File: src/rtl/uart_pkg.sv
// Shared definitions for the asynchronous serial link (transmitter and receiver).
package uart_pkg;

  // Transmitter frame sequencer states
  typedef enum logic [2:0] {
    IDLE   = 3'd0,
    START  = 3'd1,
    DATA   = 3'd2,
    PARITY = 3'd3,
    STOP   = 3'd4
  } state_t;

  // Line levels common to both ends of the link
  localparam logic LINE_IDLE   = 1'b1;
  localparam logic START_LEVEL = 1'b0;
  localparam logic STOP_LEVEL  = 1'b1;

endpackage

File: src/rtl/uart_baud_tick.sv
// Bit-period timer: one-cycle bit_tick on the last cycle of each serial bit.
// clr holds the count at zero so a new frame always starts a full bit period.
module uart_baud_tick #(
  parameter int CLKS_PER_BIT = 16
) (
  input  logic clk,
  input  logic rst_n,
  input  logic clr,
  output logic bit_tick
);

  localparam int            CW   = $clog2(CLKS_PER_BIT);
  localparam logic [CW-1:0] LAST = CW'(CLKS_PER_BIT - 1);

  logic [CW-1:0] cnt;

  assign bit_tick = (cnt == LAST) && !clr;

  // Count 0..CLKS_PER_BIT-1, wrapping on every bit boundary
  always_ff @(posedge clk or negedge rst_n) begin
    if (!rst_n)               cnt <= '0;
    else if (clr || bit_tick) cnt <= '0;
    else                      cnt <= cnt + 1'b1;
  end

endmodule

File: src/rtl/uart_transmitter.sv
// Serial transmitter: one byte per valid/ready handshake, framed as
// start, data LSB-first, optional parity, stop bit(s). Line idles high.
// tx is registered from the current state, so the line lags the state by one
// cycle; busy follows the state directly.
module uart_transmitter
  import uart_pkg::*;
#(
  parameter int CLKS_PER_BIT = 16,
  parameter int DATA_BITS    = 8,
  parameter int PARITY_EN    = 1,
  parameter int PARITY_ODD   = 0,
  parameter int STOP_BITS    = 1
) (
  input  logic                 clk,
  input  logic                 rst_n,
  input  logic [DATA_BITS-1:0] tx_data,
  input  logic                 tx_valid,
  output logic                 tx_ready,
  output logic                 tx,
  output logic                 busy
);

  localparam logic [2:0] LAST_BIT  = 3'(DATA_BITS - 1);
  localparam logic       LAST_STOP = (STOP_BITS == 2);
  localparam logic       PAR_INV   = (PARITY_ODD != 0);
  localparam logic       HAS_PAR   = (PARITY_EN != 0);

  state_t               state, state_n;
  logic [DATA_BITS-1:0] shreg;
  logic [2:0]           bitcnt;
  logic                 stopcnt;
  logic                 par;
  logic                 tx_n;
  logic                 bit_tick;
  logic                 hs;

  assign hs   = tx_valid && tx_ready;
  assign busy = (state != IDLE);

  uart_baud_tick #(.CLKS_PER_BIT(CLKS_PER_BIT)) u_baud (
    .clk      (clk),
    .rst_n    (rst_n),
    .clr      (state == IDLE),
    .bit_tick (bit_tick)
  );

  // State, line and ready registers
  always_ff @(posedge clk or negedge rst_n) begin
    if (!rst_n) begin
      state    <= IDLE;
      tx       <= LINE_IDLE;
      tx_ready <= 1'b1;
    end else begin
      state    <= state_n;
      tx       <= tx_n;
      tx_ready <= (state_n == IDLE);
    end
  end

  // Next state and line level for the current bit
  always_comb begin
    state_n = state;
    tx_n    = LINE_IDLE;
    case (state)
      IDLE: begin
        if (hs) state_n = START;
      end
      START: begin
        tx_n = START_LEVEL;
        if (bit_tick) state_n = DATA;
      end
      DATA: begin
        tx_n = shreg[0];
        if (bit_tick && bitcnt == LAST_BIT) state_n = HAS_PAR ? PARITY : STOP;
      end
      PARITY: begin
        tx_n = par;
        if (bit_tick) state_n = STOP;
      end
      STOP: begin
        tx_n = STOP_LEVEL;
        if (bit_tick && stopcnt == LAST_STOP) state_n = IDLE;
      end
      default: state_n = IDLE;
    endcase
  end

  // Shift register, bit/stop counters and parity, loaded on the handshake
  always_ff @(posedge clk or negedge rst_n) begin
    if (!rst_n) begin
      shreg   <= '0;
      bitcnt  <= '0;
      stopcnt <= 1'b0;
      par     <= 1'b0;
    end else if (hs) begin
      shreg   <= tx_data;
      bitcnt  <= '0;
      stopcnt <= 1'b0;
      par     <= (^tx_data) ^ PAR_INV;
    end else if (bit_tick) begin
      if (state == DATA) begin
        shreg  <= shreg >> 1;
        bitcnt <= bitcnt + 1'b1;
      end
      if (state == STOP) stopcnt <= stopcnt + 1'b1;
    end
  end

endmodule

File: config.mk
export PLATFORM = sky130hd
export DESIGN_NAME = uart_transmitter
export DESIGN_NICKNAME = d
export VERILOG_FILES = /design/src/rtl/uart_pkg.sv /design/src/rtl/uart_baud_tick.sv /design/src/rtl/uart_transmitter.sv
export SDC_FILE = /design/constraint.sdc
export NUM_CORES = 1
export LEC_CHECK = 0
export CORE_MARGIN = 5
export CORE_UTILIZATION = 45
export DETAILED_ROUTE_END_ITERATION = 16
export GPL_TIMING_DRIVEN = 0
export PLACE_DENSITY = 0.75
export SLEW_MARGIN = 20
export SYNTH_ARGS = -nofsm -noshare
export SYNTH_HDL_FRONTEND = slang
export SYNTH_HIERARCHICAL = 1
export SYNTH_SLANG_ARGS = --single-unit
File: constraint.sdc
create_clock -name clk -period 2.6 [get_ports clk]
set_input_delay 0.52 -clock clk [delete_from_list [all_inputs] [get_ports clk]]
set_output_delay 0.52 -clock clk [all_outputs]
set_load 0.02 [all_outputs]
==> run_1/placed.png <==
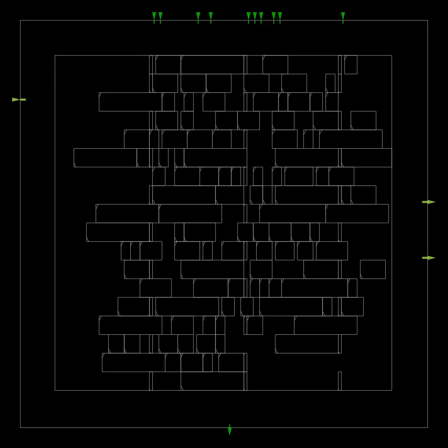
row count: 18
# fillers: 221
Flops: 22
Well Taps: 30
Core Footprint: 0.002410 mm2

==> run_1/closeup.png <==
Region (15, 15) to (45, 45) um. Cells in gray, sequential cells in the stronger gray; small squares are vias.
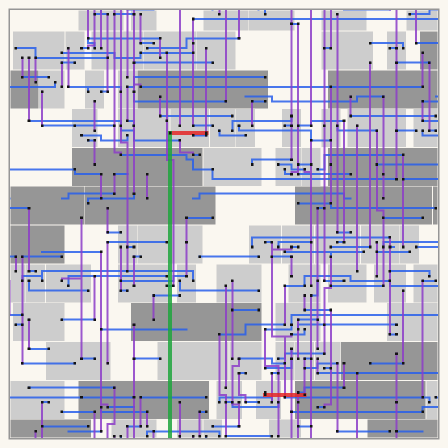
- M3: red
- M1: blue
- M2: purple
- M4: green
- sequential cells in the window: 11
- netlist names of flops here include: shreg (3), bitcnt (2)
- cells with their middle in the window: 68
- most frequent: nand2_1 (11), dfrtp_1 (9), mux2i_1 (7)

==> run_1/route_heat.png <==
Scale: 4 px per um. 12 x 12 tiles, from dark purple (low) to yellow (high), scaled to the fullest tile. Values are wire area over tile area, all layers added.
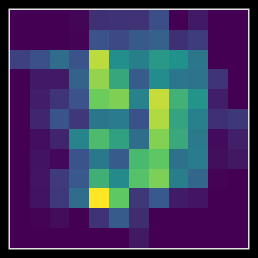
- mean over tiles: 0.085
- emptiest ninth of the die: bottom right
- nearly empty tiles: 33%
- fullest tile: 0.36
- densest ninth of the die: middle
- tiles over half the peak: 16%
Avg WL per Cell: 13.09 um
GR Util All Layers: 13.34%
drt total wl: 1.951 mm
via count: 757

==> run_1/gates.png <==
Scale: 6 px per um.
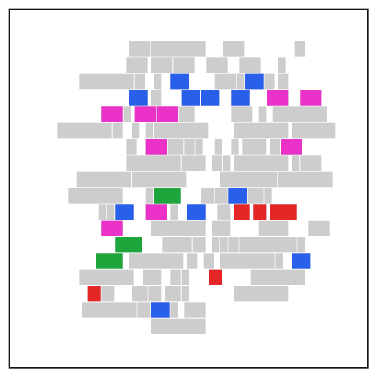
- mux cells: magenta (cells 9; most used mux2i_1)
- fa/ha/maj cells: green (cells 3; most used ha_1)
- xor and xnor cells: blue (cells 11; most used xnor2_1)
- and/or cells: red (cells 5)
most common logic cell in the routed design: dfrtp_1
Finished Layout Cells: 149

==> deck_impl_summary.md, run 1 <==
Physical Implementation Snapshot

Job
  • Tool warnings: 26
  • Max Cap Viol: 0

Timing
  • Worst slew margin: 66.84%
  • Hold Vio Cnt, Final: 0
  • Setup tns final: 0 ns
  • Final period utilization: around 88%
  • Min Tclk post-route: 2.295 ns
  • Final setup vio count: 0
  • Worst slew pin tran: ~0.50 ns
  • Fmax achieved: approximately 0.44 GHz
  • Worst Clk Skew: between 0.005 and 0.006 ns
  • Max-slew violations: 0
  • RSZ-0062 raised after global routing: false

Power
  • Pleak: 0.5172 nW
  • Seq. pwr: roughly 0.34 mW
  • Top pwr grp: registers
  • Psw: 0.1204 mW
  • Clock share of power: 32.6%
  • Comb power: around 0.044 mW
  • Gate power share: 7.6%
  • Power per cell area: approximately 440 mW/mm2
  • Sw frac: 21.03%
  • Tot Pwr: 0.5725 mW
  • Worst VDD drop: about 0.25 mV
  • Internal power: approximately 0.45 mW
  • Clock network power: 0.187 mW
  • Reg power frac: 59.8%

Finish
  • Logic area: approximately 500 um2
  • Layout clock area frac: under 10%
  • Max reg flops: 8
  • Top flop regs: shreg: 8 flops, u_baud/cnt: 4 flops
  • Inverter count: 2
  • Synth-to-Final Area Change: 18.03%
  • Layout cells sized above 1: 11.76%
  • Most numerous logic cells after layout: dfrtp_1 (20), nand2_1 (14), clkdlybuf4s50_1 (12), mux2i_1 (9), xnor2_1 (9)
  • Logic share of the area: around two fifths
  • Largest Register: shreg
  • Register area: 553.0 um2
  • Largest class: sequential cells
  • Layout clock buffers: 4
  • Non-clock buffer share: 12.87%
  • Nets: 134
  • Non-clock buffers: 16
  • Diode count: 0
  • Sequential share of cell area: 42.46%
  • Comb_multi_in: 75

Setup path
  • Stages on worst setup path: 2
  • Crit path cell chain: or3_1 > clkdlybuf4s50_1
  • Setup CP Type: flip-flop to output port
  • R2r worst-path depth: 7
  • Top delay family on crit path: buffers and inverters
  • Slowest cell on the critical path: clkdlybuf4s50_1
  • R2r setup slk: 0.64 ns
  • CP endpoint kind: output port
  • Startpoint Class: flip-flop
  • Critical Path RT: 2.08 ns
  • CP startpoint: state[0]
  • Worst path max stage delay: 0.56 ns
  • CP max FO: 7
  • Reg2reg end: shreg[1]
  • Buf+Inv Stages, Crit Path: 1
  • Crit Reg-Reg Startpoint: state[0]
  • Worst path arrival time: 1.77 ns
  • Critical Path Sink: busy

Clock network
  • CTS tree: done
  • Hold Buf Count CTS: 0
  • Resized cells post-CTS: 0
  • CTS buffer count: 3
  • Setup Buffers After CTS: 0
  • # H-tree levels: 1
  • CTS Buffer Depth: 2
  • CTS Sinks: 22
  • Clk_lat worst skew: 0.31 ns
  • Root Buffer: clkbuf_4
  • Reg clk slew, reported paths: 0.12 ns

Yosys
  • Simple share: 16.55%
  • Flops after synth: 22
  • Synthesis area per yosys: 0.001104 mm2
  • Mapped Cells: 102
  • Post-synth top area cell: dfrtp_1
  • Synth Cell Area: 0.001104 mm2
  • Syn_nets: 116
  • Synth Area per Inst: 10.82 um2
  • Asr flop ratio synth: 100.0%
  • Count leader, synth: dfrtp_1
  • Flip-flops with a built-in enable: 0
  • Area leader share: 45.35%
  • Most common reg cell: dfrtp_1
  • XOR Share, Synth: 8.730%
  • Comb area leader: simple AND/OR/NAND/NOR gates
  • Top cells by area, synth: dfrtp_1 (45%), mux2i_1 (8.2%), xnor2_1 (7.1%)
  • Top cells by count: dfrtp_1 (20), nand2_1 (14), mux2i_1 (9), xnor2_1 (9), nor2_1 (8)
  • Synth Seq Share: 50.11%
  • Count of yosys warnings during synthesis: 6
  • Mux cell area share: 8.163%
  • Yosys cell count: roughly 100
  • Aoi share: 8.503%
  • Fa+ha+maj area frac: 3.401%
  • Netlist cell types: 29

Drt
  • 1st-iter DRT viols: 10
  • DRC: 0
  • First drt pass iteration count: 4
  • Antenna Violating Nets Remaining: 0
  • Vias per inst: 5.081

Worst hold path
  • Hold Path Class: primary input to async pin

Global route
  • Largest net degree at the start of global routing: 23
  • Vias in the first global route: between 700 and 800
  • First-pass GRT wire length: between 3 and 4 mm
  • Initial antenna violation count: 0
  • GRT Residual Overflow: 0

Floorplan
  • FP Util: between 40% and 50%
  • Chip Width: 59.52 um
  • IO Pins: 14
  • Chip area: about 0.0035 mm2
  • Die height: about 60 um

Place
  • Routability cong.: 0.7526
  • Dpl hpwl: 1.460 mm
  • Port Buffer Count: 13

Status
  • Outcome: finished clean
run 1: metrics by stage:
stage,worst slack (ns),cells,util [%],hold slack (ns),area (um2)
global route,0.2259,149,54.05,0.1850,1303
detailed placement,0.6316,145,52.75,0.4802,1271
global placement,0.6535,145,52.75,0.4693,1271
floorplan,0.7520,102,-,0.2244,1104
finish,0.3052,149,54.05,0.1542,1303
CTS,0.2846,149,54.26,0.4991,1308
run 1: layer usage:
| layer | track usage, % | part of all wire, % | vias to the layer above | routed length, um |
|---|---|---|---|---|
| met4 | 5.696 | 1.2 | 0 | 24 |
| met5 | 0 | 0 | - | 0 |
| met3 | 2.614 | 2.4 | 2 | 47 |
| met2 | 21.68 | 51 | 7 | 999 |
| met1 | 17.19 | 45 | 365 | 880 |
| li1 | - | - | 383 | - |
==> run_1/layers.png <==
Scale: 6 px per um. Two of the layers only.
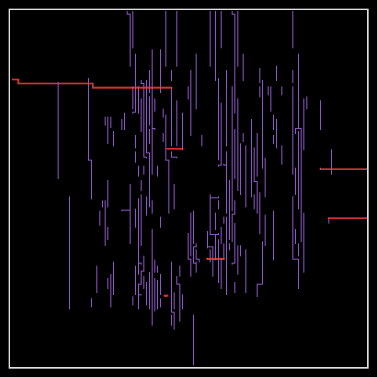

==> inputs of run 2 (changes only) <==
--- a/config.mk
+++ b/config.mk
@@ -7,6 +7,7 @@
 export LEC_CHECK = 0
 export CORE_MARGIN = 5
 export CORE_UTILIZATION = 45
+export CTS_CLUSTER_SIZE = 20
 export DETAILED_ROUTE_END_ITERATION = 16
 export GPL_TIMING_DRIVEN = 0
 export PLACE_DENSITY = 0.75
==> constraint.sdc (replaced) <==
create_clock -name clk -period 2.6 [get_ports clk]
set_input_delay 0.52 -clock clk [delete_from_list [all_inputs] [get_ports clk]]
set_output_delay 0.52 -clock clk [all_outputs]
set_load 0.1 [all_outputs]
==> run_2/layers.png <==
Scale: 6 px per um. Two of the layers only.
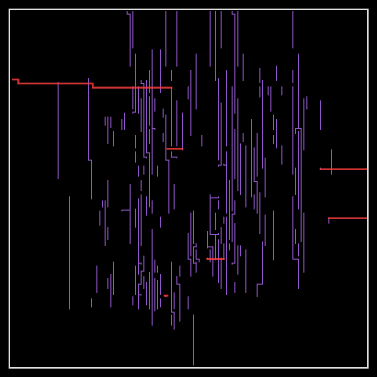
- M2: purple (wire length 999 um)
- M3: red (wire length 47.1 um)

==> run_2/placed.png <==
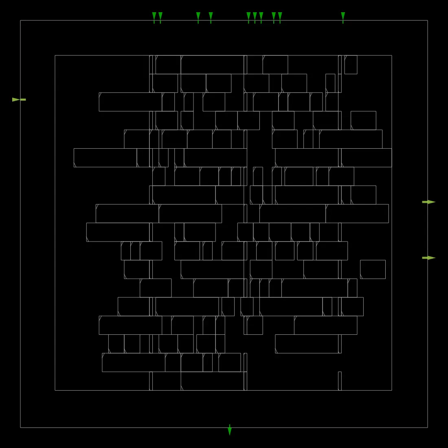
fin util: 54.00%
sequential share of cell area: 42.50%
# fillers: 222

==> run_2/closeup.png <==
Region (15, 15) to (45, 45) um. Cells in gray, sequential cells in the stronger gray; small squares are vias.
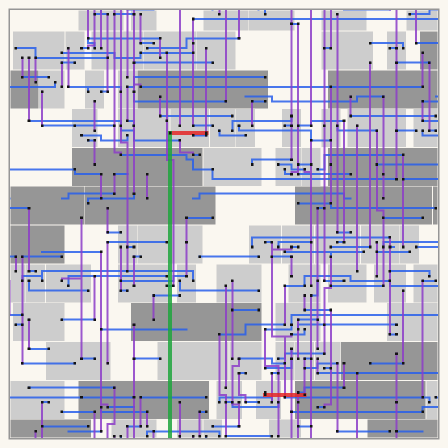
- M1: blue
- M3: red
- M2: purple
- M4: green
- cells with their middle in the window: 68
- netlist names of flops here include: shreg (3), bitcnt (2)
- sequential cells in the window: 11
- most frequent: nand2_1 (11), dfrtp_1 (9), mux2i_1 (7)

==> deck_impl_summary.md, run 2 <==
Physical Implementation Snapshot

Status
  • Outcome: finished clean

Drt
  • Via count: around 760
  • 1st-iter DRT viols: 10
  • Drt total wl: 1.950 mm
  • First drt pass iteration count: 4

Setup path
  • Buf+Inv Stages, Crit Path: 1
  • Crit Reg-Reg Startpoint: state[0]
  • Critical Path Sink: tx_ready
  • Startpoint Class: flip-flop
  • Reg2reg end: shreg[1]
  • CP max FO: 3
  • Stages on worst setup path: 1
  • R2r worst-path depth: 7
  • Worst path max stage delay: 1.13 ns
  • Setup CP Type: flip-flop to output port
  • Crit path cell chain: clkdlybuf4s50_1
  • Critical Path RT: 2.08 ns
  • Top delay family on crit path: buffers and inverters

Yosys
  • Synth Area per Inst: approximately 11 um2
  • Comb area leader: simple AND/OR/NAND/NOR gates
  • Synthesis area per yosys: 0.001104 mm2
  • Top cells by count: dfrtp_1 (20), nand2_1 (14), mux2i_1 (9), xnor2_1 (9), nor2_1 (8)
  • Asr flop ratio synth: 100.0%
  • Mapped Cells: around 100
  • Flops after synth: 22
  • Aoi share: around 8.5%
  • Post-synth top area cell: dfrtp_1
  • Netlist cell types: 29
  • Top cells by area, synth: dfrtp_1 (45%), mux2i_1 (8.2%), xnor2_1 (7.1%)
  • Synth Cell Area: 0.001104 mm2
  • Flip-flops with a built-in enable: 0
  • Simple share: around 17%
  • Area leader share: 45.35%
  • Count of yosys warnings during synthesis: 6

Finish
  • Most common logic cell in the routed design: dfrtp_1
  • Most numerous logic cells after layout: dfrtp_1 (20), nand2_1 (14), clkdlybuf4s50_1 (11), mux2i_1 (9), xnor2_1 (9)
  • Diode count: 0
  • Register area: 553.0 um2
  • Finished Layout Cells: 149
  • Post-Layout Inst Area: 0.001301 mm2
  • Nets: 134
  • Largest Register: shreg
  • Largest class: sequential cells
  • Logic area: ~500 um2
  • Top flop regs: shreg: 8 flops, u_baud/cnt: 4 flops
  • Logic share of the area: 38.46%
  • Flops: 22
  • Max reg flops: 8

Power
  • Seq. pwr: 0.342 mW
  • Pleak: 0.5150 nW
  • Reg power frac: 59.8%
  • Psw: roughly 0.12 mW
  • Tot Pwr: 0.5725 mW
  • Power per cell area: 440.0 mW/mm2
  • Top pwr grp: registers
  • Sw frac: 21.03%
  • Gate power share: 7.6%

Floorplan
  • FP Util: 45.79%
  • Die height: 59.52 um
  • IO Pins: 14
  • Row count: 18
  • Well Taps: 30

Timing
  • Worst Clk Skew: 0.005687 ns
  • Min Tclk post-route: 2.524 ns
  • Max-slew violations: 0
  • Worst setup margin: ~0.076 ns
  • Hold_ws: roughly 0.15 ns
  • Setup tns final: 0 ns
  • Final period utilization: 97.07%
  • Worst slew pin tran: 0.9614 ns
  • RSZ-0062 raised after global routing: false

Global route
  • Largest net degree at the start of global routing: 23
  • GR Util All Layers: 13.34%
  • First-pass GRT wire length: 3.560 mm

Clock network
  • Reg clk slew, reported paths: 0.12 ns
  • CTS Buffer Depth: 2
  • CTS tree: done
  • CTS buffer count: 3
  • Resized cells post-CTS: 1
  • Hold Buf Count CTS: 0
  • Clk_lat worst skew: ~0.31 ns

Place
  • Placed cell count: roughly 150
  • Setup Slack @ Placement: 0.2132 ns
  • Routability cong.: between 0.7 and 0.8
  • Dpl hpwl: 1.460 mm

Job
  • Max Cap Viol: 0

Worst hold path
  • Hold Path Class: primary input to async pin
[run 2: cell counts after synthesis]
Identical to the previous run, type by type.
[run 2: metal layers]
layer | global-route usage, % | part of all wire (%) | vias up
met5 | 0 | 0 | -
met4 | 5.696 | 1.2 | 0
met3 | 2.614 | 2.4 | 2
met2 | 21.68 | 51 | 7
met1 | 17.19 | 45 | 365
li1 | - | - | 383
[run 2: worst min-delay path by stage]
stage,start,endpoint,slack (ns),cells past startpoint
6_report,rst_n,shreg[3],0.15,1
5_1_grt,rst_n,shreg[4],0.18,1
4_1_cts,u_baud/cnt[0],u_baud/cnt[0],0.50,1
3_5_place_dp,u_baud/cnt[0],u_baud/cnt[0],0.48,1
3_3_place_gp,u_baud/cnt[0],u_baud/cnt[0],0.47,1
2_1_floorplan,rst_n,bitcnt[0],0.22,0
Power and IR drop assume default switching activity.
